## src/rtl/gpu_wb_write_scheduler_if.sv

```systemverilog
`default_nettype none
// ============================================================================
//  Module   : gpu_wb_write_scheduler_if
//  Purpose  : Wishbone classic bus bundle between a host master and the GPU
//             write scheduler slave.
//  Signals  : wb_cyc_i   cycle valid            (master -> slave)
//             wb_stb_i   strobe                 (master -> slave)
//             wb_we_i    1=write, 0=read        (master -> slave)
//             wb_sel_i   byte selects [3:0]     (master -> slave)
//             wb_adr_i   byte address [26:0]    (master -> slave)
//             wb_dat_i   write data   [31:0]    (master -> slave)
//             wb_dat_o   read data    [31:0]    (slave  -> master)
//             wb_ack_o   acknowledge            (slave  -> master)
//  Revision : 1.0  initial release
// ============================================================================
interface gpu_wb_write_scheduler_if;
    logic        wb_cyc_i;
    logic        wb_stb_i;
    logic        wb_we_i;
    logic [3:0]  wb_sel_i;
    logic [26:0] wb_adr_i;
    logic [31:0] wb_dat_i;
    logic [31:0] wb_dat_o;
    logic        wb_ack_o;

    modport master (
        output wb_cyc_i, wb_stb_i, wb_we_i, wb_sel_i, wb_adr_i, wb_dat_i,
        input  wb_dat_o, wb_ack_o
    );

    modport slave (
        input  wb_cyc_i, wb_stb_i, wb_we_i, wb_sel_i, wb_adr_i, wb_dat_i,
        output wb_dat_o, wb_ack_o
    );
endinterface
`default_nettype wire

```

## src/rtl/gpu_wb_write_scheduler.sv

```systemverilog
`default_nettype none
// ============================================================================
//  Module   : gpu_wb_write_scheduler
//  Purpose  : Wishbone slave front end for the GPU. Host writes are decoded
//             into CR / spirit / tile / texture regions, posted into an
//             in-order FIFO (host is acked immediately) and drained to the
//             target memories as one-cycle write strobes. Spirit, tile and
//             texture writes wait while the renderer owns those memories;
//             CR writes are never held by the renderer. GAP_CYCLES idle
//             cycles separate consecutive memory writes.
//  Options  : GPU_WB_READBACK_EN - CR-region reads return a status word
//             {16'h0, fifo_level, 5'h0, render_busy, full, empty};
//             otherwise wb_dat_o is tied to zero.
//  Params   : FIFO_DEPTH  posted-write entries (power of 2, >= 2)
//             GAP_CYCLES  idle cycles after each strobe (0..15)
//  Ports    : clk_100MHz     system clock, rising edge
//             wb_rst_i       asynchronous active-high reset
//             wb             Wishbone slave bundle
//             i_render_busy  renderer owns spirit/tile/texture memories
//             o_cr_we        CR write strobe
//             o_spirit_we    spirit-memory write strobe
//             o_tile_we      tile-map write strobe
//             o_texture_we   texture-memory write strobe
//             o_waddr        address of the issued write
//             o_wdata        data of the issued write
//             o_wsel         byte selects of the issued write
//             o_fifo_level   entries currently held
//             o_busy         FIFO non-empty or scheduler not idle
//  Revision : 1.0  initial release
// ============================================================================
module gpu_wb_write_scheduler #(
    parameter int FIFO_DEPTH = 4,
    parameter int GAP_CYCLES = 1
) (
    input  logic                          clk_100MHz,
    input  logic                          wb_rst_i,
    gpu_wb_write_scheduler_if.slave       wb,
    input  logic                          i_render_busy,
    output logic                          o_cr_we,
    output logic                          o_spirit_we,
    output logic                          o_tile_we,
    output logic                          o_texture_we,
    output logic [26:0]                   o_waddr,
    output logic [31:0]                   o_wdata,
    output logic [3:0]                    o_wsel,
    output logic [$clog2(FIFO_DEPTH):0]   o_fifo_level,
    output logic                          o_busy
);

    localparam int                 c_PTR_W      = $clog2(FIFO_DEPTH);
    localparam logic [c_PTR_W:0]   c_CNT_ONE    = (c_PTR_W + 1)'(1);
    localparam logic [c_PTR_W:0]   c_CNT_FULL   = (c_PTR_W + 1)'(FIFO_DEPTH);
    localparam logic [3:0]         c_GAP_LAST   = (GAP_CYCLES > 0) ? 4'(GAP_CYCLES - 1) : 4'd0;

    localparam logic [1:0]         c_REG_CR      = 2'd0;
    localparam logic [1:0]         c_REG_SPIRIT  = 2'd1;
    localparam logic [1:0]         c_REG_TILE    = 2'd2;
    localparam logic [1:0]         c_REG_TEXTURE = 2'd3;

    typedef enum logic [1:0] {
        ST_IDLE  = 2'd0,
        ST_ISSUE = 2'd1,
        ST_GAP   = 2'd2
    } state_t;

    // ------------------------------------------------------------------
    // Bus request / acknowledge
    // ------------------------------------------------------------------
    logic               r_ack;
    logic [c_PTR_W:0]   r_count;
    logic [c_PTR_W-1:0] r_wr_ptr;
    logic [c_PTR_W-1:0] r_rd_ptr;

    logic               w_req;
    logic               w_full;
    logic               w_push;
    logic               w_pop;
    logic [1:0]         w_push_region;

    // The ~r_ack term keeps a master that still holds stb in the ack cycle
    // from being counted twice.
    assign w_req  = wb.wb_cyc_i & wb.wb_stb_i & ~r_ack;
    // Fullness is judged on the registered count, so a pop in this cycle
    // only makes room from the next cycle on.
    assign w_full = (r_count == c_CNT_FULL);
    assign w_push = w_req & wb.wb_we_i & ~w_full;

    always_comb begin
        w_push_region = c_REG_TEXTURE;
        if (wb.wb_adr_i[15:12] == 4'h0) begin
            if (wb.wb_adr_i[11:8] == 4'h0) begin
                w_push_region = c_REG_CR;
            end else begin
                w_push_region = c_REG_SPIRIT;
            end
        end else if (wb.wb_adr_i[15:12] == 4'h1) begin
            w_push_region = c_REG_TILE;
        end
    end

    always_ff @(posedge clk_100MHz or posedge wb_rst_i) begin
        if (wb_rst_i) begin
            r_ack <= 1'b0;
        end else begin
            // Reads are always acked; writes only when there is room.
            r_ack <= w_req & (~wb.wb_we_i | ~w_full);
        end
    end

    assign wb.wb_ack_o = r_ack;

`ifdef GPU_WB_READBACK_EN
    logic [31:0] r_dat;
    logic [31:0] w_status;
    logic        w_rd_cr;

    assign w_status = {16'h0000, 8'(r_count), 5'h00, i_render_busy, w_full, (r_count == '0)};
    assign w_rd_cr  = w_req & ~wb.wb_we_i & (wb.wb_adr_i[15:8] == 8'h00);

    always_ff @(posedge clk_100MHz or posedge wb_rst_i) begin
        if (wb_rst_i) begin
            r_dat <= 32'h0;
        end else begin
            r_dat <= w_rd_cr ? w_status : 32'h0;
        end
    end

    assign wb.wb_dat_o = r_dat;
`else
    assign wb.wb_dat_o = 32'h0;
`endif

    // ------------------------------------------------------------------
    // Posted-write FIFO. Storage carries no reset: pointers and count
    // define validity, so stale contents are never observed.
    // ------------------------------------------------------------------
    logic [1:0]  r_mem_region [FIFO_DEPTH];
    logic [26:0] r_mem_adr    [FIFO_DEPTH];
    logic [31:0] r_mem_dat    [FIFO_DEPTH];
    logic [3:0]  r_mem_sel    [FIFO_DEPTH];

    always_ff @(posedge clk_100MHz) begin
        if (w_push) begin
            r_mem_region[r_wr_ptr] <= w_push_region;
            r_mem_adr[r_wr_ptr]    <= wb.wb_adr_i;
            r_mem_dat[r_wr_ptr]    <= wb.wb_dat_i;
            r_mem_sel[r_wr_ptr]    <= wb.wb_sel_i;
        end
    end

    always_ff @(posedge clk_100MHz or posedge wb_rst_i) begin
        if (wb_rst_i) begin
            r_wr_ptr <= '0;
            r_rd_ptr <= '0;
            r_count  <= '0;
        end else begin
            if (w_push) begin
                r_wr_ptr <= r_wr_ptr + 1'b1;
            end
            if (w_pop) begin
                r_rd_ptr <= r_rd_ptr + 1'b1;
            end
            case ({w_push, w_pop})
                2'b10:   r_count <= r_count + 1'b1;
                2'b01:   r_count <= r_count - 1'b1;
                default: r_count <= r_count;
            endcase
        end
    end

    // ------------------------------------------------------------------
    // Drain scheduler
    // ------------------------------------------------------------------
    state_t             r_state;
    state_t             w_state_nxt;
    logic [3:0]         r_gap_cnt;
    logic               w_issue;
    logic [c_PTR_W-1:0] w_head_ptr;
    logic               w_head_avail;
    logic               w_head_ready;
    logic [1:0]         w_head_region;

    // The entry being popped in ISSUE is still counted, so the candidate
    // for a back-to-back issue is the one behind it.
    assign w_pop         = (r_state == ST_ISSUE);
    assign w_head_ptr    = w_pop ? (r_rd_ptr + 1'b1) : r_rd_ptr;
    assign w_head_avail  = w_pop ? (r_count > c_CNT_ONE) : (r_count != '0);
    assign w_head_region = r_mem_region[w_head_ptr];
    // Strict in-order: a blocked head stalls everything behind it.
    assign w_head_ready  = w_head_avail & ~((w_head_region != c_REG_CR) & i_render_busy);

    always_comb begin
        w_state_nxt = r_state;
        w_issue     = 1'b0;
        case (r_state)
            ST_IDLE: begin
                if (w_head_ready) begin
                    w_state_nxt = ST_ISSUE;
                    w_issue     = 1'b1;
                end
            end
            ST_ISSUE: begin
                if (GAP_CYCLES > 0) begin
                    w_state_nxt = ST_GAP;
                end else if (w_head_ready) begin
                    w_state_nxt = ST_ISSUE;
                    w_issue     = 1'b1;
                end else begin
                    w_state_nxt = ST_IDLE;
                end
            end
            ST_GAP: begin
                // The last gap cycle makes the idle decision itself so the
                // strobe spacing is exactly GAP_CYCLES idle cycles.
                if (r_gap_cnt == c_GAP_LAST) begin
                    if (w_head_ready) begin
                        w_state_nxt = ST_ISSUE;
                        w_issue     = 1'b1;
                    end else begin
                        w_state_nxt = ST_IDLE;
                    end
                end
            end
            default: begin
                w_state_nxt = ST_IDLE;
            end
        endcase
    end

    // Strobes and write fields are loaded on the edge that enters ISSUE,
    // so they are registered and high exactly while the FSM is in ISSUE.
    always_ff @(posedge clk_100MHz or posedge wb_rst_i) begin
        if (wb_rst_i) begin
            r_state      <= ST_IDLE;
            r_gap_cnt    <= 4'd0;
            o_cr_we      <= 1'b0;
            o_spirit_we  <= 1'b0;
            o_tile_we    <= 1'b0;
            o_texture_we <= 1'b0;
            o_waddr      <= 27'h0;
            o_wdata      <= 32'h0;
            o_wsel       <= 4'h0;
        end else begin
            r_state      <= w_state_nxt;
            r_gap_cnt    <= (r_state == ST_GAP) ? (r_gap_cnt + 4'd1) : 4'd0;
            o_cr_we      <= w_issue & (w_head_region == c_REG_CR);
            o_spirit_we  <= w_issue & (w_head_region == c_REG_SPIRIT);
            o_tile_we    <= w_issue & (w_head_region == c_REG_TILE);
            o_texture_we <= w_issue & (w_head_region == c_REG_TEXTURE);
            if (w_issue) begin
                o_waddr <= r_mem_adr[w_head_ptr];
                o_wdata <= r_mem_dat[w_head_ptr];
                o_wsel  <= r_mem_sel[w_head_ptr];
            end
        end
    end

    assign o_fifo_level = r_count;
    assign o_busy       = (r_count != '0) | (r_state != ST_IDLE);

endmodule
`default_nettype wire

```

## src/flat_wrapper.sv

```systemverilog
// flat-port wrapper written by rule: the top's interface ports become plain ports
module gpu_wb_write_scheduler_flat 
#(
    parameter int FIFO_DEPTH = 4,
    parameter int GAP_CYCLES = 1
)
  (clk_100MHz, wb_rst_i, i_render_busy, o_cr_we, o_spirit_we, o_tile_we, o_texture_we, o_waddr, o_wdata, o_wsel, o_fifo_level, o_busy, wb_wb_cyc_i, wb_wb_stb_i, wb_wb_we_i, wb_wb_sel_i, wb_wb_adr_i, wb_wb_dat_i, wb_wb_dat_o, wb_wb_ack_o);
  gpu_wb_write_scheduler_if wb_i ();
  input  logic clk_100MHz;
  input  logic wb_rst_i;
  input  logic i_render_busy;
  output logic o_cr_we;
  output logic o_spirit_we;
  output logic o_tile_we;
  output logic o_texture_we;
  output logic [26:0] o_waddr;
  output logic [31:0] o_wdata;
  output logic [3:0] o_wsel;
  output logic [$clog2(FIFO_DEPTH):0] o_fifo_level;
  output logic o_busy;
  input wire logic [$bits(wb_i.wb_cyc_i)-1:0] wb_wb_cyc_i;
  input wire logic [$bits(wb_i.wb_stb_i)-1:0] wb_wb_stb_i;
  input wire logic [$bits(wb_i.wb_we_i)-1:0] wb_wb_we_i;
  input wire logic [$bits(wb_i.wb_sel_i)-1:0] wb_wb_sel_i;
  input wire logic [$bits(wb_i.wb_adr_i)-1:0] wb_wb_adr_i;
  input wire logic [$bits(wb_i.wb_dat_i)-1:0] wb_wb_dat_i;
  output wire logic [$bits(wb_i.wb_dat_o)-1:0] wb_wb_dat_o;
  output wire logic [$bits(wb_i.wb_ack_o)-1:0] wb_wb_ack_o;
  assign wb_i.wb_cyc_i = wb_wb_cyc_i;
  assign wb_i.wb_stb_i = wb_wb_stb_i;
  assign wb_i.wb_we_i = wb_wb_we_i;
  assign wb_i.wb_sel_i = wb_wb_sel_i;
  assign wb_i.wb_adr_i = wb_wb_adr_i;
  assign wb_i.wb_dat_i = wb_wb_dat_i;
  assign wb_wb_dat_o = wb_i.wb_dat_o;
  assign wb_wb_ack_o = wb_i.wb_ack_o;
  gpu_wb_write_scheduler #(.FIFO_DEPTH(FIFO_DEPTH), .GAP_CYCLES(GAP_CYCLES)) u_core (.clk_100MHz(clk_100MHz), .wb_rst_i(wb_rst_i), .wb(wb_i), .i_render_busy(i_render_busy), .o_cr_we(o_cr_we), .o_spirit_we(o_spirit_we), .o_tile_we(o_tile_we), .o_texture_we(o_texture_we), .o_waddr(o_waddr), .o_wdata(o_wdata), .o_wsel(o_wsel), .o_fifo_level(o_fifo_level), .o_busy(o_busy));
endmodule
```

## config.mk

```make
export PLATFORM = sky130hd
export DESIGN_NAME = gpu_wb_write_scheduler_flat
export DESIGN_NICKNAME = d
export VERILOG_FILES = /design/src/rtl/gpu_wb_write_scheduler_if.sv /design/src/rtl/gpu_wb_write_scheduler.sv /design/src/flat_wrapper.sv
export SDC_FILE = /design/constraint.sdc
export NUM_CORES = 1
export LEC_CHECK = 0
export CAP_MARGIN = 5
export CORE_MARGIN = 1
export CORE_UTILIZATION = 42
export DETAILED_ROUTE_END_ITERATION = 10
export GPL_ROUTABILITY_DRIVEN = 0
export GPL_TIMING_DRIVEN = 0
export PLACE_DENSITY = 0.73
export SYNTH_ARGS = -nofsm -noshare
export SYNTH_HDL_FRONTEND = slang
export SYNTH_SLANG_ARGS = --single-unit
```

## constraint.sdc

```tcl
create_clock -name clk_100MHz -period 3.09 [get_ports clk_100MHz]
set_input_delay 0.4635 -clock clk_100MHz [delete_from_list [all_inputs] [get_ports clk_100MHz]]
set_output_delay 0.4635 -clock clk_100MHz [all_outputs]
set_load 0.02 [all_outputs]
```

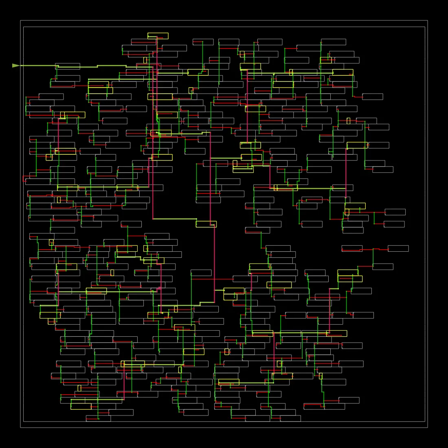
run_1/clock_nets.png
Clock Power: 4.31 mW
CTS Buf Count: 36
post-route clock skew: 0.0191 ns

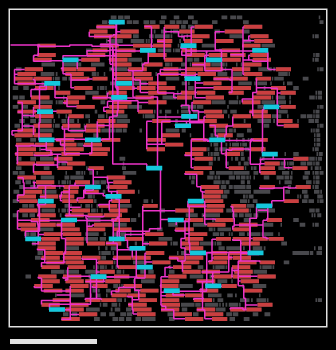
run_1/clock_wires.png
Bar = 50 um.
legend:
  red:
    item: flip-flops
    count: 341
  cyan:
    item: clock-net drivers
    count: 36
  magenta:
    item: clock wires
    length: 3800 um
flops lie: spread over the die

==> notes.org, run 1 <==
#+TITLE: Synthesis and PnR summary

** Outcome
- The flow ran to the end, and the final reports show no timing, DRC or antenna violations.

** Critical path
- Number of cells on the worst reg-to-reg path :: 9
- Along the worst path, the maximum fanout reaches 10.
- Crit path capture type :: flip-flop
- Worst reg2reg path startpoint :: u_core.r_gap_cnt[0]$_DFF_PP0_
- Data arrival time at the worst-slack endpoint :: roughly 3 ns
- Setup slack of the worst register-to-register path :: about 0.42 ns
- The capture point of the worst register-to-register path is recorded as u_core.o_wdata[20]$_DFFE_PP0P_.
- By startpoint and endpoint, the worst setup path is classified as flip-flop to flip-flop.
- The most critical setup path has its endpoint at u_core.o_wdata[20]$_DFFE_PP0P_.
- Element type at the critical path start :: flip-flop
- Data required time of the worst path :: 3.42 ns
- Per STA, the startpoint of the critical path is u_core.r_gap_cnt[0]$_DFF_PP0_.

** Layout
- The layout summary lists the proportion of cells stronger than drive strength 1 as 0.230.
- The most common logic cells in the final layout are sky130_fd_sc_hd__edfxtp_1, sky130_fd_sc_hd__clkdlybuf4s50_1, sky130_fd_sc_hd__dfrtp_1, sky130_fd_sc_hd__inv_1, sky130_fd_sc_hd__nand2_1.
- By area, the class that comes first in the final layout consists of flip-flops and latches.
- Clk tree area frac :: 0.0704
- The area growth from synthesis to layout is 24.9%.
- Number of non-clock buffers in the layout :: 219
- Multi-input gate area in the final layout :: 0.00314 mm^2
- Number of nets in the finished design :: about 1.1k
- Per the layout report, the design carries between 40 and 50 clock buffers.
- Register containing the most flip-flops in the final layout :: u_core.r_mem_dat
- Number of flip-flops in the largest register :: roughly 130
- With fillers left out, the area of the finished cells amounts to ~0.017 mm^2.
- The design has 341 sequential cells.
- Top flop regs :: u_core.r_mem_dat x128, u_core.r_mem_adr x108, u_core.o_wdata x32
- The number of antenna diodes in the final layout is 1.
- The non-clock inverters instantiated in the layout total around 75.
- For this run, the number of standard cells in the final layout without fillers is between 1k and 1.5k.
- Fraction of area in multi-input gates :: 0.184
- about 300 cells are multi-input combinational gates.
- The most common logic cell in the final layout is sky130_fd_sc_hd__edfxtp_1.
- Tally of filler cells in the layout :: roughly 2.5k

** Synth
- Number of synthesized flops with an enable pin :: between 200 and 300
- Count leader, synth :: sky130_fd_sc_hd__edfxtp_1
- Of the post-synthesis cell area, the dominant cell type holds 0.571.
- Cell area after synthesis :: 0.0137 mm^2
- Dominant register cell :: sky130_fd_sc_hd__edfxtp_1
- Per the synth stats, the proportion of register bits with asynchronous set or reset is 0.238.
- In this run, distinct cell masters in the synthesized netlist total 44.
- The synthesis stat section lists a flop and latch total of approximately 340.
- Total of warnings raised by yosys :: 0
- Ranked by instance count, the synthesized netlist is headed by sky130_fd_sc_hd__edfxtp_1, sky130_fd_sc_hd__dfrtp_1, sky130_fd_sc_hd__inv_1.
- The synthesized instance count is approximately 760.
- The number of cells reported by Yosys stat comes to between 700 and 800.
- Top area cell types :: sky130_fd_sc_hd__edfxtp_1, sky130_fd_sc_hd__dfrtp_1, sky130_fd_sc_hd__mux4_2
- The synthesized design spends more area on one cell type than any other, namely sky130_fd_sc_hd__edfxtp_1.
- Each instance of the synthesized netlist takes up on average between 15 and 20 um^2.
- Of the synthesized area, sequential elements account for 0.719.
- Yosys stat area :: roughly 0.014 mm^2

** Placed design
- In the placement report, post-DP HPWL is listed as between 15000 and 20000 um.
- Summing all placed instances gives a cell area of approximately 0.016 mm^2.
- Port bufs :: around 140
- Once placement completed, the tool counted placed cells totaling between 1k and 1.5k.

** Detailed routing
- In the per-layer breakdown of the detailed-route log, met1 shows ~12000 um.
- Detailed-routing iteration count for the pre-antenna-repair pass :: 4
- Via count normalized by instance count :: 4.95
- Routed length on met3 :: roughly 1800 um
- Average wire per cell in the routed design :: a little under 20 um
- Detailed-route iteration 0 reported a violation count of between 400 and 500.
- Total met2 wirelength after detailed routing :: around 14000 um
- Final Routed Wirelength :: roughly 28000 um
- Post-DRT Antenna Nets :: 0
- Across all layers, the routed design uses about 7.1k vias.
- Highest metal used :: met5
- The DRC violation total left in the routed layout is recorded as 0.

** STA
- The highest clock rate this design can be run at is 0.375 GHz.
- The final hold violation count recorded for this run is 0.
- In the final report, the number of endpoints failing setup comes to 0.
- Setup TNS Final :: 0 ns
- The final timing summary puts the cycle share of the worst path at 0.864.
- The worst path needs approximately 2.7 ns of the cycle, external delays included.
- Worst slew pin tran :: ~0.9 ns
- RSZ-0062 raised after global routing :: no
- The final max-slew violation count recorded for this run is 0.
- Slew headroom :: 0.382

** GRT
- First-pass GRT wire length :: about 43000 um
- Number of antenna violations at the first check in global routing :: 2
- Entering global routing, the biggest net connects ~56 pins.
- Global router's overall resource usage :: 0.170
- Via count of the first global-routing pass :: ~7.4k
- Total congestion overflow after global routing :: 0

** Floorplan
- After floorplanning, the core was divided into around 65 placement rows.
- Die boundary width :: between 150 and 200 um
- According to the floorplan report, the die height is roughly 180 um.
- Core utilization before placement :: 0.430
- Area of the placeable core :: 0.0318 mm^2
- The die covers 0.0333 mm^2.
- In this run the count of I/O pins placed on the die edge is 173.

** CTS
- Root cell of the clock tree :: sky130_fd_sc_hd__clkbuf_16
- Cts repair resizes :: 0
- After clock tree synthesis, the clock-pin slew on the worst setup and hold paths is ~0.060 ns.
- TritonCTS built the clock tree.
- Number of setup buffers added after CTS :: 0
- The clock drives 341 sinks.
- At the later pin of the worst-skew pair, clock insertion delay measures just over 0.5 ns.
- Hold repair after CTS inserted 0 buffers.
- In this run the number of H-tree levels came out at 2.
- Clock buffer depth :: 3

** Power and ir drop
- Leak Pwr :: between 6 and 7 nW
- Areal power density over the cells :: just over 1000 mW/mm^2
- Max IR drop VDD :: about 0.49 mV

** Flow run
- The report counts max-capacitance violations totalling 0.
- OpenROAD warnings :: 32

** Worst hold path
- The path class of the tightest hold or removal check is input port to async pin.
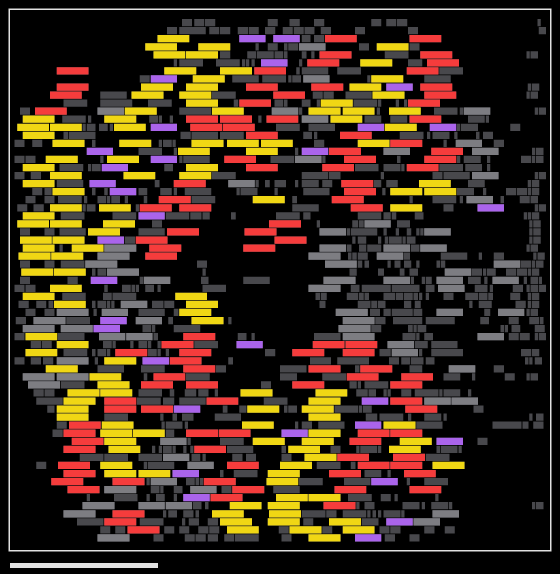
run_1/ff_map.png
Bar = 50 um. Other sequential cells in the stronger grey, the rest of the logic in the fainter grey.
legend:
  purple:
    netlist_name: `u_core.o_wdata`
    flops: 32
  yellow:
    netlist_name: `u_core.r_mem_dat`
    flops: 128
    where: spread over the die
  red:
    netlist_name: `u_core.r_mem_adr`
    flops: 108
    where: spread over the die
not coloured: 73
final design utilization: 0.537
power of the sequential group: 6.03 mW
sequential portion of the cell area: 0.576
storage element area: 0.00983 mm^2

==> run 1: metal layers <==
layer  GRT usage  vias to the layer above
met5           0                        -
met1       0.226                     3571
met4      0.0430                        2
li1            -                     3266
met3      0.0379                       43
met2       0.285                      233
==> run 1: report_power, final <==
group          internal, mW  switching (mW)
registers              5.64           0.389
logic                  3.60            3.71
clock network          2.62            1.69
==> run 1: logic make-up (layout without fill, tap and decap cells) <==
| group | Yosys count | count (layout) | synth area share |
|---|---|---|---|
| AOI/OAI and AO/OA | 77 | 77 | 0.0620 |
| xor gates and xnor gates | 8 | 8 | 0.00650 |
| adders and majority gates | 10 | 10 | 0.00915 |
| buffers and inverters | 149 | 360 | 0.0607 |
| DFF | 341 | 341 | 0.719 |
| muxes | 69 | 69 | 0.108 |
| other | 1 | 33 | 0.000274 |
| and+or+nand+nor | 104 | 104 | 0.0338 |
==> run 1: worst max-delay path, stage by stage, from the launching register on <==
cell	delay, ns
sky130_fd_sc_hd__dfrtp_1	0.41
sky130_fd_sc_hd__inv_1	0.07
sky130_fd_sc_hd__ha_1	0.13
sky130_fd_sc_hd__or3b_1	0.39
sky130_fd_sc_hd__a211oi_1	0.32
sky130_fd_sc_hd__buf_2	0.38
sky130_fd_sc_hd__and3_1	0.20
sky130_fd_sc_hd__buf_4	0.22
sky130_fd_sc_hd__buf_2	0.26
sky130_fd_sc_hd__o32ai_1	0.11
==> run 1: through the flow <==
stage               power (mW)  setup slack [ns]  hold slack, ns
finish                    17.7             0.420           0.387
global route              18.6             0.245           0.454
CTS                       17.9             0.185           0.405
detailed placement        13.6           -0.0253           0.468
global placement          13.4             -1.25           0.443
floorplan                 11.2             0.396           0.455
==> inputs of run 2 (changes only) <==
Settings changed: CELL_PAD_IN_SITES_DETAIL_PLACEMENT set to 1, CELL_PAD_IN_SITES_GLOBAL_PLACEMENT set to 1, PLACE_DENSITY 0.73 to 0.79.
Clock period 3.09 ns to 3.2 ns, I/O delays scaled along.
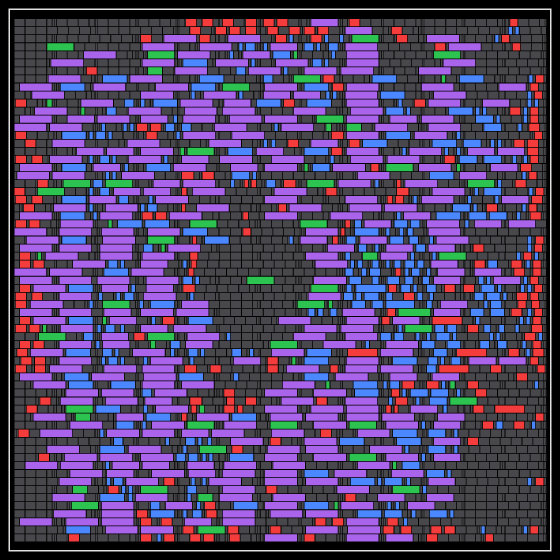
run_2/class_map.png
Fill, decap, tap and diode cells in grey.
legend:
  blue:
    class: remaining logic cells
    cells: 375
    share_of_their_area: 21%
  red:
    class: remaining buffers and delay cells
    cells: 219
    share_of_their_area: 13%
  purple:
    class: sequential cells
    cells: 341
    share_of_their_area: 60%
  green:
    class: clock drivers and dummy loads
    cells: 65
    share_of_their_area: 6.8%
total non-filler cell area in the finished layout: 0.0170 mm^2
sequential portion of the cell area: 0.578
final design utilization: 0.535
number of cell rows: 65

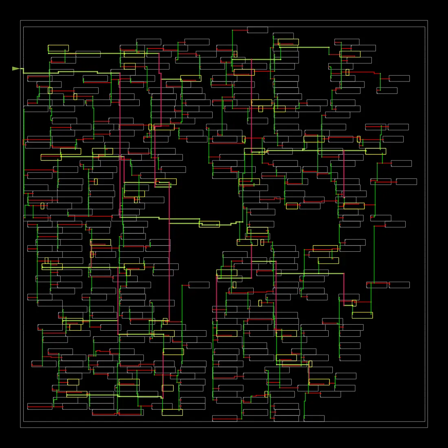
run_2/clock_nets.png
clk ins delay skew pair: 0.50 ns
post-route clock skew: 0.0138 ns

==> run 2 against run 1 <==
  * Via count rose by 1.9%
  * Combinational power decreased by 1%
  * Sequential share of layout area is 0.23 points higher
  * Worst hold slack better by 0.017 ns
  * Global-route usage increased by 2.0 points
  * Non-clock buffer count unchanged
  * Critical path type unchanged
  * Critical endpoint is now u_core.r_mem_adr[2][19]$_DFFE_PP_
  * Largest power group unchanged
  * Highest routed layer is now met4
==> notes.org, run 2 <==
#+TITLE: Synthesis and PnR summary

** Outcome
- The run finished with clean final reports.

** CTS
- CTS Buf Count :: 37 (+2.8%)
- Root cell of the clock tree :: sky130_fd_sc_hd__clkbuf_16
- The number of clock sinks seen by CTS is 341 (unchanged).
- Clock transition time at the flip-flop clock pins of the worst setup and hold paths :: 0.06 ns (about the same)
- Clock H-tree levels :: 2 (unchanged)
- TritonCTS built the clock tree.

** Synth
- The chip area estimate from yosys synthesis is 0.0137 mm^2 (unchanged).
- The distinct cell type count after synthesis came to 44 (unchanged).
- Fraction of the mapped netlist area in compound gates :: 0.0620 (unchanged)
- The synthesized-area fraction occupied by xor and xnor cells was 0.00650 (unchanged).
- Average cell area after synthesis :: 18.0 um^2 (unchanged)
- Cell area after synthesis :: 0.0137 mm^2 (unchanged)
- Sorting the synthesis cell report by count puts at the top sky130_fd_sc_hd__edfxtp_1.
- Dominant register cell :: sky130_fd_sc_hd__edfxtp_1
- Top area cell types :: sky130_fd_sc_hd__edfxtp_1, sky130_fd_sc_hd__dfrtp_1, sky130_fd_sc_hd__mux4_2
- The basic-gate share of the synthesized area counting and, or, nand and nor cells is 0.0338 (unchanged).
- Flops & latches, synth :: 341 (unchanged)
- In the synthesized netlist, the dominant kind of combinational cell is multiplexers.
- The number of instances in the synthesized netlist was 759 (unchanged).
- The number of cells in Yosys stat was 759 (unchanged).
- The proportion of register bits with asynchronous set or reset after synthesis is 0.238 (unchanged).
- Synth Seq Share :: 0.719 (unchanged)
- The post-synthesis adder-cell area fraction was 0.00915 (unchanged).
- Number of synthesized flops with an enable pin :: 260 (unchanged)
- Area leader, netlist :: sky130_fd_sc_hd__edfxtp_1

** GRT
- The maximum number of pins on one net before global-route repair is 43 (-23%).
- The global-route wire length before repair is 47300 um (+11%).
- Global router's overall resource usage :: 0.190 (+0.0199)
- Via count of the first global-routing pass :: 7858 (+6.1%)
- The initial antenna violation count is 1 (-1).
- Total congestion overflow after global routing :: 0 (unchanged)

** Placed design
- The cell area after placement was 0.0159 mm^2 (about the same).
- Port bufs :: 140 (unchanged)
- Worst setup slack before clock tree synthesis :: 0.128 ns (+0.153 ns)

** STA
- Final worst path period share :: 0.864 (about the same)
- Setup repair after global routing left no endpoint under its margin.
- Setup slack of the critical path after layout :: 0.435 ns (+0.0150 ns)
- Worst slew pin tran :: 0.983 ns (+0.0561 ns)
- The smallest hold slack was 0.403 ns (+0.0168 ns).
- Slew headroom :: 0.345 (-0.0374)
- The top achievable clock speed came to 0.362 GHz (-3.4%).
- Min cycle time layout :: 2.76 ns (+0.0950 ns)

** Layout
- The most common logic cells in the final layout are sky130_fd_sc_hd__edfxtp_1, sky130_fd_sc_hd__clkdlybuf4s50_1, sky130_fd_sc_hd__dfrtp_1, sky130_fd_sc_hd__inv_1, sky130_fd_sc_hd__nand2_1.
- The number of non-filler instances in the completed layout is 1436 (-0.070%).
- The fraction of layout instances using a drive strength above 1 came to 0.223 (-0.00677).
- Area grow syn2layout :: 24.4%
- Ranked by flip-flop count, first place goes to u_core.r_mem_dat.
- The total area of multi-input combinational cells is 0.00313 mm^2 (-0.16%).
- The largest registers in the layout are u_core.r_mem_dat x128, u_core.r_mem_adr x108, u_core.o_wdata x32.
- Tally of filler cells in the layout :: 2959 (+18%)
- The register area is 0.00983 mm^2 (unchanged).

** Power and ir drop
- Leak Pwr :: 6.21 nW (-0.45%)
- The final total power came to 17.0 mW (-3.5%).
- The power per unit of standard cell area was 1000 mW/mm^2 (-3.1%).

** Detailed routing
- The total wire length was 31000 um (+12%).
- The count of antenna-violating nets left after detailed routing is 0 (unchanged).
- Detailed-routing iteration count for the pre-antenna-repair pass :: 4 (unchanged)
- Average wire per cell in the routed design :: 21.6 um (+12%)
- Iteration-0 DRC count of the detailed router :: 416 (-13%)

** Flow run
- The max-capacitance violation count is 0 (unchanged).
- The total number of warnings across the stage logs is 32 (unchanged).

** Floorplan
- The horizontal die size is 182 um (unchanged).
- Boundary pin count :: 173 (unchanged)
- Height of the chip :: 182 um (unchanged)
- The area enclosed by the die boundary was 0.0333 mm^2 (unchanged).
- Core utilization before placement :: 0.430 (unchanged)

** Critical path
- CP dominant cell by count :: sky130_fd_sc_hd__nand2_1
- Worst setup path class :: flip-flop to flip-flop
- Per STA, the worst path accumulates the most delay in the family simple AND/OR/NAND/NOR gates.
- In this run the critical path is formed by inv_1 -> ha_1 -> nand2_1 -> nand2_1 -> nor3_1 -> and2_4 -> buf_16.
- Critical Path Max Stage Delay :: 0.65 ns (+0.24 ns)
- Crit path buf inv count :: 2 (-2)
- Element type at the critical path start :: flip-flop
- Data required time of the worst path :: 3.38 ns (-0.04 ns)
- The peak fanout along the critical path came to 40 (+30).
- Crit path capture type :: flip-flop
- Worst Setup SP :: u_core.o_fifo_level[0]$_DFFE_PP0P_
run 2: layout make-up:
| class | instances | area share |
|---|---|---|
| Antenna cell | 1 | 0.000147 |
| Buffer | 74 | 0.0321 |
| Clock buffer | 51 | 0.0611 |
| Clock inverter | 14 | 0.00500 |
| Inverter | 75 | 0.0168 |
| Multi-Input combinational cell | 300 | 0.184 |
| Sequential cell | 341 | 0.578 |
| Tap cell | 435 | 0.0320 |
| Timing Repair Buffer | 145 | 0.0905 |
run 2: final timing paths:
kind | end | slack, ns | cells past startpoint
worst max-delay path | u_core.r_mem_adr[2][19]$_DFFE_PP_ | 0.44 | 7
worst min-delay path | u_core.o_wdata[14]$_DFFE_PP0P_ | 0.40 | 2
worst max register to register | u_core.r_mem_adr[2][19]$_DFFE_PP_ | 0.44 | 7
worst min register to register | u_core.wb.wb_ack_o$_DFF_PP0_ | 0.47 | 1
max in group asynchronous | u_core.o_waddr[6]$_DFFE_PP0P_ | 2.15 | 3
min in group clk_100MHz | u_core.wb.wb_ack_o$_DFF_PP0_ | 0.47 | 1
run 2: per-layer routing:
layer / GRT usage / part of all wire / vias up
met1: 0.248 / 0.43 / 3761
met3: 0.0295 / 0.040 / 41
li1: - / - / 3260
met4: 0.0484 / 0.016 / 0
met5: 0 / 0 / -
met2: 0.333 / 0.51 / 189
run 2: power breakdown:
| part | internal, mW | switching (mW) |
|---|---|---|
| registers | 5.45 | 0.387 |
| clock network | 2.34 | 1.63 |
| logic | 3.48 | 3.75 |
| total | 11.3 | 5.77 |
run 2: cell families after synthesis:
kind of cell	after synthesis
XOR/XNOR	8
multiplexers	69
flip-flops	341
AND/OR/NAND/NOR	104
buffers and inverters	149
adder cells (fa/ha/maj)	10
other	1
AND-OR/OR-AND	77
No activity file was given, so power comes from the tool's default toggle rates.
